$ cat src/rtl/audio_bus_arbiter.sv
// audio_bus_arbiter: two-master Wishbone classic arbiter in front of psoc_audio.
// Master 0 is the neorv32 external bus, master 1 the audio DMA/streaming engine.
// Round-robin between the two masters, one single-beat transfer in flight, and
// the grant is held until the slave acks. Every grant passes through IDLE, so a
// master holding stb continuously cannot take two transfers back to back.
// Optional feature: define AUDIO_ARB_TIMEOUT_EN to compile in a watchdog. It
// aborts a granted transfer with mX_err_o when the slave has not acked after
// TIMEOUT_CYCLES wait cycles.
module audio_bus_arbiter #(
    parameter int ADR_W          = 32,
    parameter int DAT_W          = 32,
    parameter int TIMEOUT_CYCLES = 255
) (
    input  logic               clk,
    input  logic               rst,
    // master 0
    input  logic [ADR_W-1:0]   m0_adr_i,
    input  logic [DAT_W-1:0]   m0_dat_i,
    output logic [DAT_W-1:0]   m0_dat_o,
    input  logic               m0_we_i,
    input  logic [DAT_W/8-1:0] m0_sel_i,
    input  logic               m0_stb_i,
    output logic               m0_ack_o,
    output logic               m0_err_o,
    // master 1
    input  logic [ADR_W-1:0]   m1_adr_i,
    input  logic [DAT_W-1:0]   m1_dat_i,
    output logic [DAT_W-1:0]   m1_dat_o,
    input  logic               m1_we_i,
    input  logic [DAT_W/8-1:0] m1_sel_i,
    input  logic               m1_stb_i,
    output logic               m1_ack_o,
    output logic               m1_err_o,
    // shared slave
    output logic [ADR_W-1:0]   s_adr_o,
    output logic [DAT_W-1:0]   s_dat_o,
    output logic               s_we_o,
    output logic [DAT_W/8-1:0] s_sel_o,
    output logic               s_stb_o,
    input  logic [DAT_W-1:0]   s_dat_i,
    input  logic               s_ack_i,
    // status
    output logic [1:0]         gnt_o
);

    typedef enum logic [1:0] {
        IDLE = 2'd0,
        GNT0 = 2'd1,
        GNT1 = 2'd2
    } state_t;

    state_t state;
    logic   last_gnt;     // master served most recently; it loses the next tie
    logic   cur_stb;      // strobe of the currently granted master
    logic   timeout_hit;  // watchdog abort in this cycle

    // Strobe of whichever master currently owns the bus.
    always_comb begin
        // NOTE: assign every always_comb output a default first so that no path leaves it unassigned and infers a latch.
        cur_stb = 1'b0;
        if (state == GNT0) cur_stb = m0_stb_i;
        if (state == GNT1) cur_stb = m1_stb_i;
    end

`ifdef AUDIO_ARB_TIMEOUT_EN
    localparam int CNT_W = ($clog2(TIMEOUT_CYCLES + 1) > 8) ? $clog2(TIMEOUT_CYCLES + 1) : 8;

    logic [CNT_W-1:0] wait_cnt;

    // Count granted cycles without ack. IDLE always precedes a grant, so holding the count at zero there clears it on entry.
    always_ff @(posedge clk) begin
        if (rst || state == IDLE) begin
            wait_cnt <= '0;
        end else if (!s_ack_i) begin
            wait_cnt <= wait_cnt + 1'b1;
        end
    end

    // Ack in the same cycle as the limit wins, so the abort requires ack low.
    assign timeout_hit = (state != IDLE) && cur_stb && !s_ack_i &&
                         (wait_cnt == CNT_W'(TIMEOUT_CYCLES));
`else
    // Without the watchdog a hung slave keeps the grant indefinitely.
    assign timeout_hit = 1'b0;
`endif

    // Grant FSM: round-robin decision in IDLE, release on ack, stb drop or timeout.
    always_ff @(posedge clk) begin
        // NOTE: registers use non-blocking assignments so every flop samples pre-edge values; blocking here would create order-dependent races.
        if (rst) begin
            state    <= IDLE;
            last_gnt <= 1'b1;
        end else begin
            case (state)
                IDLE: begin
                    if (m0_stb_i && m1_stb_i) begin
                        state <= last_gnt ? GNT0 : GNT1;
                    end else if (m0_stb_i) begin
                        state <= GNT0;
                    end else if (m1_stb_i) begin
                        state <= GNT1;
                    end
                end
                GNT0, GNT1: begin
                    // A dropped stb ends the grant too; that master still counts as served.
                    if (s_ack_i || !cur_stb || timeout_hit) begin
                        state    <= IDLE;
                        last_gnt <= (state == GNT1);
                    end
                end
                default: state <= IDLE;
            endcase
        end
    end

    // Route the granted master to the slave and the slave response back, same cycle.
    always_comb begin
        s_adr_o  = '0;
        s_dat_o  = '0;
        s_we_o   = 1'b0;
        s_sel_o  = '0;
        s_stb_o  = 1'b0;
        m0_dat_o = '0;
        m0_ack_o = 1'b0;
        m0_err_o = 1'b0;
        m1_dat_o = '0;
        m1_ack_o = 1'b0;
        m1_err_o = 1'b0;
        case (state)
            GNT0: begin
                s_adr_o  = m0_adr_i;
                s_dat_o  = m0_dat_i;
                s_we_o   = m0_we_i;
                s_sel_o  = m0_sel_i;
                s_stb_o  = m0_stb_i && !timeout_hit;
                m0_dat_o = s_dat_i;
                m0_ack_o = s_ack_i && m0_stb_i;
                m0_err_o = timeout_hit;
            end
            GNT1: begin
                s_adr_o  = m1_adr_i;
                s_dat_o  = m1_dat_i;
                s_we_o   = m1_we_i;
                s_sel_o  = m1_sel_i;
                s_stb_o  = m1_stb_i && !timeout_hit;
                m1_dat_o = s_dat_i;
                m1_ack_o = s_ack_i && m1_stb_i;
                m1_err_o = timeout_hit;
            end
            default: ;
        endcase
    end

    assign gnt_o = {state == GNT1, state == GNT0};

endmodule
$ cat config.mk
export PLATFORM = sky130hd
export DESIGN_NAME = audio_bus_arbiter
export DESIGN_NICKNAME = d
export VERILOG_FILES = /design/src/rtl/audio_bus_arbiter.sv
export SDC_FILE = /design/constraint.sdc
export NUM_CORES = 1
export LEC_CHECK = 0
export CAP_MARGIN = 20
export CORE_AREA = 2 2 121 123
export DETAILED_ROUTE_END_ITERATION = 8
export DIE_AREA = 0 0 123 125
export PLACE_DENSITY_LB_ADDON = 0.12
export SYNTH_ARGS = -nofsm -noshare
export SYNTH_HDL_FRONTEND = slang
export SYNTH_SLANG_ARGS = --single-unit
$ cat constraint.sdc
create_clock -name clk -period 4.7 [get_ports clk]
set_input_delay 0.705 -clock clk [delete_from_list [all_inputs] [get_ports clk]]
set_output_delay 0.705 -clock clk [all_outputs]
set_load 0.005 [all_outputs]
==> run_1/density.png <==
Drawn at 2 px/um. The die is cut into 12 by 12 equal tiles; dark purple is low, yellow is high, 0 to 100% covered.
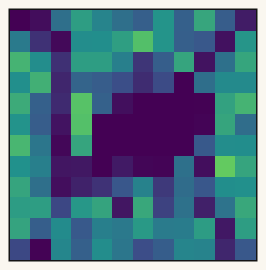
tiles over 75% full: 0.70%
nearly empty tiles: 15%
emptiest ninth of the die: center
mean over tiles: 32%
fullest tile: 76%

==> run_1/drive_strength.png <==
Drawn at 4 px/um.
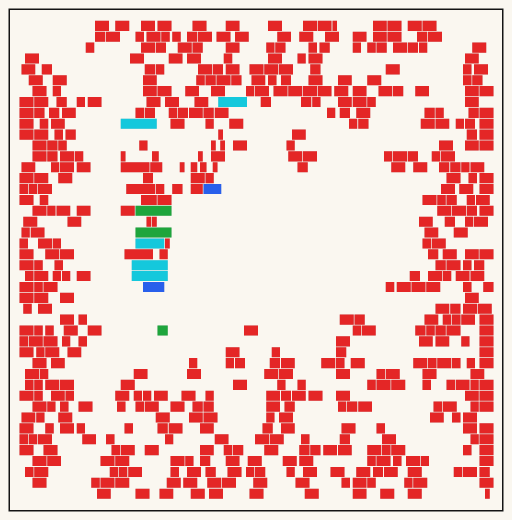
legend:
  drive 6 and up:
    color: cyan
    cells: 5
  drive 2:
    color: blue
    cells: 2
  drive 3 to 4:
    color: green
    cells: 3
  drive 1 or less:
    color: red
    cells: 544

==> run_1/gate_families.png <==
Drawn at 4 px/um.
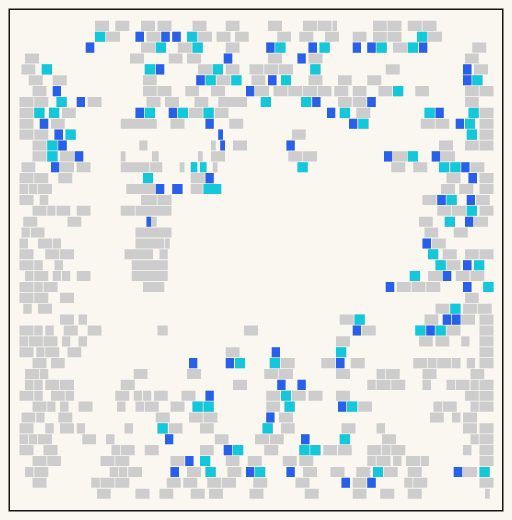
legend:
  inverting AOI/OAI gates:
    color: cyan
    cells: 74
    most_used: a22oi_1
    where: all over the die
  NOR gates:
    color: blue
    cells: 75
    most_used: nor2b_1
    where: all over the die

==> results.py, run 1 <==
# Physical implementation metrics
metrics = {
    "clock_network": {
        "cts_root_buffer": "clkbuf_16",
        "clock_sinks": 3,
        "cts_setup_buffers": 0,
    },
    "layout": {
        "largest_class": "non-clock buffers",
        "nNetsFinal": 733,
        "clkCellAreaFrac_pct": 1.54,
        "n_antenna_cell": 0,
        "buf_share_pct": 61.9,
        "finalInstanceArea_um2": 5120,
        "final_cell_count_no_fill": 738,
    },
    "logic_synthesis": {
        "yosysCellCount": 267,
        "ys_types": 27,
        "ys_area_um2": 1760,
        "ys_sh_simple_pct": 51.8,
        "synth_warnings": 0,
    },
    "placed_design": {
        "placed_area_um2": 5000,
    },
    "timing": {
        "rsz0062_at_grt": "false",
        "fin_crit_sh_pct": 70.0,
        "hold_slack_ns": 0.453,
        "finalMaxSlewViolations": 0,
    },
    "status": {
        "status": "completed",
    },
    "setup_path": {
        "cp_slowest_cell": "ha_4",
        "crit_buf_inv": 3,
        "arrival_ns": 2.59,
    },
    "power_and_ir_drop": {
        "ir_worst_vdd_mv": 0.132,
        "powerClk_uw": 138,
        "power-top-group": "combinational logic",
        "p_per_area_nw_per_um2": 153,
        "seqPwrFrac_pct": 4.2,
    },
    "floorplan": {
        "io_pins": 315,
    },
    "detailed_routing": {
        "routedWlPerCell_um": 14.4,
        "drc": 0,
    },
    "global_routing": {
        "grt_pass1_wl_mm": 15.5,
        "grt_pass1_vias": 3081,
    },
}
run 1: worst paths after layout:
check	slack, ns	from	end	cells after the start
max	1.41	state[1]	s_adr_o[26]	6
max reg2reg	2.66	state[0]	state[1]	6
min reg2reg	0.45	last_gnt	last_gnt	1
min	0.45	last_gnt	last_gnt	1
run 1: cells in the mapped netlist (all sizes together), types with 2 or more instances:
| cell type | count |
|---|---|
| nor2b | 71 |
| ha | 3 |
| dfxtp | 3 |
| inv | 3 |
| buf | 13 |
| nand2b | 2 |
| nand2 | 3 |
| nor2 | 3 |
| a22oi | 69 |
| a21boi | 2 |
| and2 | 64 |
| clkbuf | 20 |
run 1: layer usage:
layer	track usage, %	share of wire (%)	up-vias
met4	3.41	1.5	0
met2	24.9	54	166
met1	12.3	33	1383
li1	-	-	1497
met5	0	0	-
met3	3.51	11	10
==> run_1/port_nets.png <==
Drawn at 3 px/um.
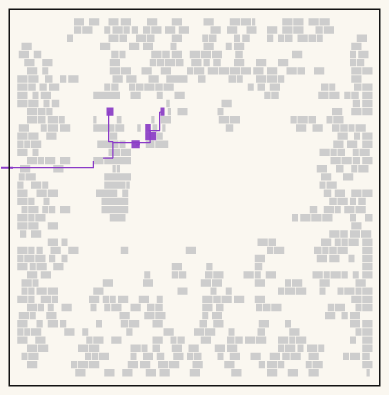

--- run 2 (diff from run 1) ---
CORE_AREA = 2 2 122 124   (was 2 2 121 123)
DIE_AREA = 0 0 124 126   (was 0 0 123 125)
clock period = 3 ns   (was 4.7 ns; I/O delays follow)
==> run_2/port_nets.png <==
Drawn at 3 px/um.
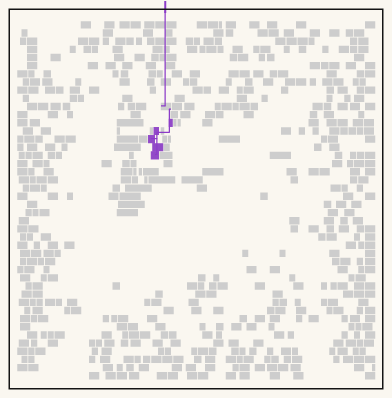
legend:
  `m1_stb_i`:
    color: purple
    bits: 1
    direction: input
    edge: top
    end_cells: 5
    wire: 55.5 um

==> run 2 against run 1 <==
Effect of this change: wire length up 6.6%; synthesized cell count is the same; utilization up 0.11 points; final area is 1.1% higher; critical path depth is 1 lower; total power increased by 61%; die size grew 1.6%; via count grew 0.36%; final cell count up 0.54%; register-to-register slack worse by 1.6 ns; hold slack worse by 0.0058 ns; critical endpoint is now s_dat_o[8]; largest cell class unchanged.
==> results.py, run 2 <==
# Physical implementation metrics
metrics = {
    "floorplan": {
        "die_h_um": 126,
        "io_pins": 315,
    },
    "power_and_ir_drop": {
        "finalPower_uw": 1260,
        "seqPwrFrac_pct": 4.1,
        "ir_worst_vdd_mv": 0.157,
        "power-top-group": "combinational logic",
        "powerClk_uw": 210,
        "p_per_area_nw_per_um2": 243,
    },
    "clock_network": {
        "clock_sinks": 3,
        "cts_setup_buffers": 0,
        "worstSkewPairLatency_ns": 0.22,
        "cts_root_buffer": "clkbuf_16",
        "clk_pin_slew_ns": 0.03,
    },
    "global_routing": {
        "use_met2_pct": 25.0,
        "grt_util_met1_pct": 14.8,
        "grt_pass1_vias": 3185,
        "grt-busiest-layer": "met2",
        "grt_util_all_layers_pct": 13.2,
    },
    "layout": {
        "buf_share_pct": 62.3,
        "drive_gt1_share_pct": 2.51,
        "largest_class": "non-clock buffers",
        "final_cell_count_no_fill": 742,
        "nNetsFinal": 737,
        "n_antenna_cell": 0,
        "finalInstanceArea_um2": 5170,
    },
    "timing": {
        "skew_ns": 0.000281,
        "fin_crit_sh_pct": 90.2,
        "finalSetupViolCount": 0,
        "hold_slack_ns": 0.447,
        "finalMaxSlewViolations": 0,
    },
    "logic_synthesis": {
        "synthCells": 267,
        "ys_types": 27,
        "ys_area_um2": 1760,
        "netlist_top_cells_count": "71 x nor2b_1, 69 x a22oi_1, 64 x and2_1",
        "synth_warnings": 0,
        "most_common_cell": "nor2b_1",
    },
    "status": {
        "status": "completed",
    },
    "setup_path": {
        "crit_buf_inv": 3,
        "cp_slowest_cell": "ha_2",
        "arrival_ns": 2.26,
        "end_kind": "primary output",
    },
    "detailed_routing": {
        "routedWlPerCell_um": 15.3,
        "drc": 0,
    },
    "placed_design": {
        "placed_area_um2": 5100,
        "dpl_worst_slack_ns": 0.505,
    },
}
==> run_2/density.png <==
Drawn at 2 px/um. The die is cut into 12 by 13 equal tiles; dark purple is low, yellow is high, 0 to 100% covered.
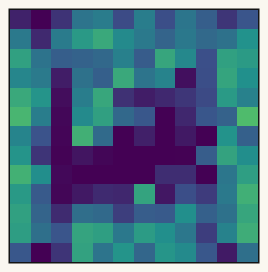
fullest tile: 69%
nearly empty tiles: 13%
emptiest ninth of the die: center

## run 2: cell counts after synthesis
No cell type changed its count.
## run 2: layer usage
layer | vias up | share of wire [%] | wire [um]
met1 | 1377 | 37 | 4210
met2 | 179 | 51 | 5750
met5 | - | 0 | 0
met4 | 0 | 0.93 | 106
met3 | 10 | 11 | 1270
li1 | 1501 | - | -
## run 2: worst paths after layout
check,endpoint,depth (start not counted),from
min reg2reg,last_gnt,1,last_gnt
max reg2reg,state[1],6,state[0]
min,last_gnt,1,last_gnt
max,s_dat_o[8],5,state[0]
## run 2: kinds of logic after synthesis
logic type | synth area share (%)
compound gates | 32.1
simple gates | 51.8
flops | 3.41
other cells | 0.213
buf+inv | 9.17
mux | 1.21
fa+ha+maj | 2.13
--- run 3 (diff from run 2) ---
GPL_ROUTABILITY_DRIVEN = 0   (was unset)
==> run_3/final_clocks.png <==
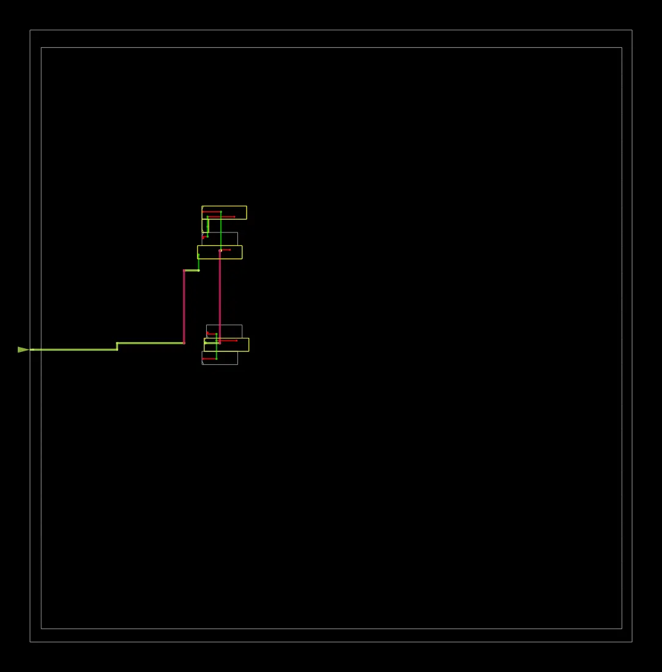
clk pwr: 210 uW
worst-skew pair later-pin latency: 0.22 ns
CTS Buf Count: 3
Sink Count: 3

==> run_3/gate_families.png <==
Drawn at 4 px/um.
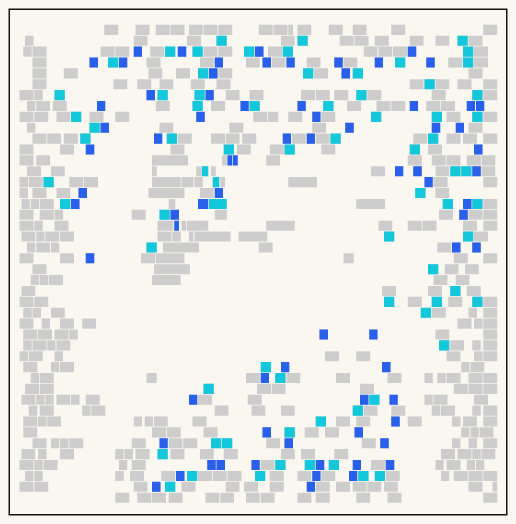
legend:
  inverting AOI/OAI gates:
    color: cyan
    cells: 74
    most_used: a22oi_1
    where: all over the die
  NOR gates:
    color: blue
    cells: 75
    most_used: nor2b_1
    where: all over the die

==> run 3 against run 2 <==
Effect of this change: clock power about the same; combinational power about the same; die size unchanged; global-route usage unchanged; via count unchanged; largest cell class unchanged.
==> results.py, run 3 <==
# Physical implementation metrics
metrics = {
    "status": {
        "status": "completed",
    },
    "timing": {
        "hold_slack_ns": 0.447,
        "finalSetupViolCount": 0,
    },
    "floorplan": {
        "die_h_um": 126,
        "io_pins": 315,
    },
    "placed_design": {
        "dpl_worst_slack_ns": 0.505,
        "placed_area_um2": 5100,
    },
    "power_and_ir_drop": {
        "ir_worst_vdd_mv": 0.157,
        "seqPwrFrac_pct": 4.1,
        "p_per_area_nw_per_um2": 243,
        "power-top-group": "combinational logic",
    },
    "detailed_routing": {
        "top_layer_used": "met4",
        "wl_met3_mm": 1.27,
    },
    "global_routing": {
        "grt_pass1_vias": 3185,
    },
    "layout": {
        "nNetsFinal": 737,
        "final_cell_count_no_fill": 742,
    },
    "clock_network": {
        "clk_pin_slew_ns": 0.03,
    },
    "logic_synthesis": {
        "logic_family": "simple AND/OR/NAND/NOR gates",
        "ys_types": 27,
        "ys_sh_mux_pct": 1.21,
        "synthAoiAreaFrac_pct": 32.1,
        "synth_xor_xnor_area_share_pct": 0,
        "synth_warnings": 0,
    },
}
run 3: cell counts in the layout (fill, tap and decap cells not counted):
Identical to the previous run, type by type.
run 3: final cells by class:
type	instances	area [um^2]
Clock buffer	4	78.8
Fill cell	1497	9140
Inverter	3	11.3
Multi-Input combinational cell	229	1570
Sequential cell	3	60.1
Tap cell	184	230
Timing Repair Buffer	319	3230
run 3: final timing paths:
| kind | start | end | slack (ns) | depth (start not counted) |
|---|---|---|---|---|
| setup / recovery | state[0] | s_dat_o[8] | 0.29 | 5 |
| hold / removal | last_gnt | last_gnt | 0.45 | 1 |
| setup reg to reg | state[0] | state[1] | 1.08 | 6 |
| hold reg to reg | last_gnt | last_gnt | 0.45 | 1 |
Power and IR drop assume default switching activity.
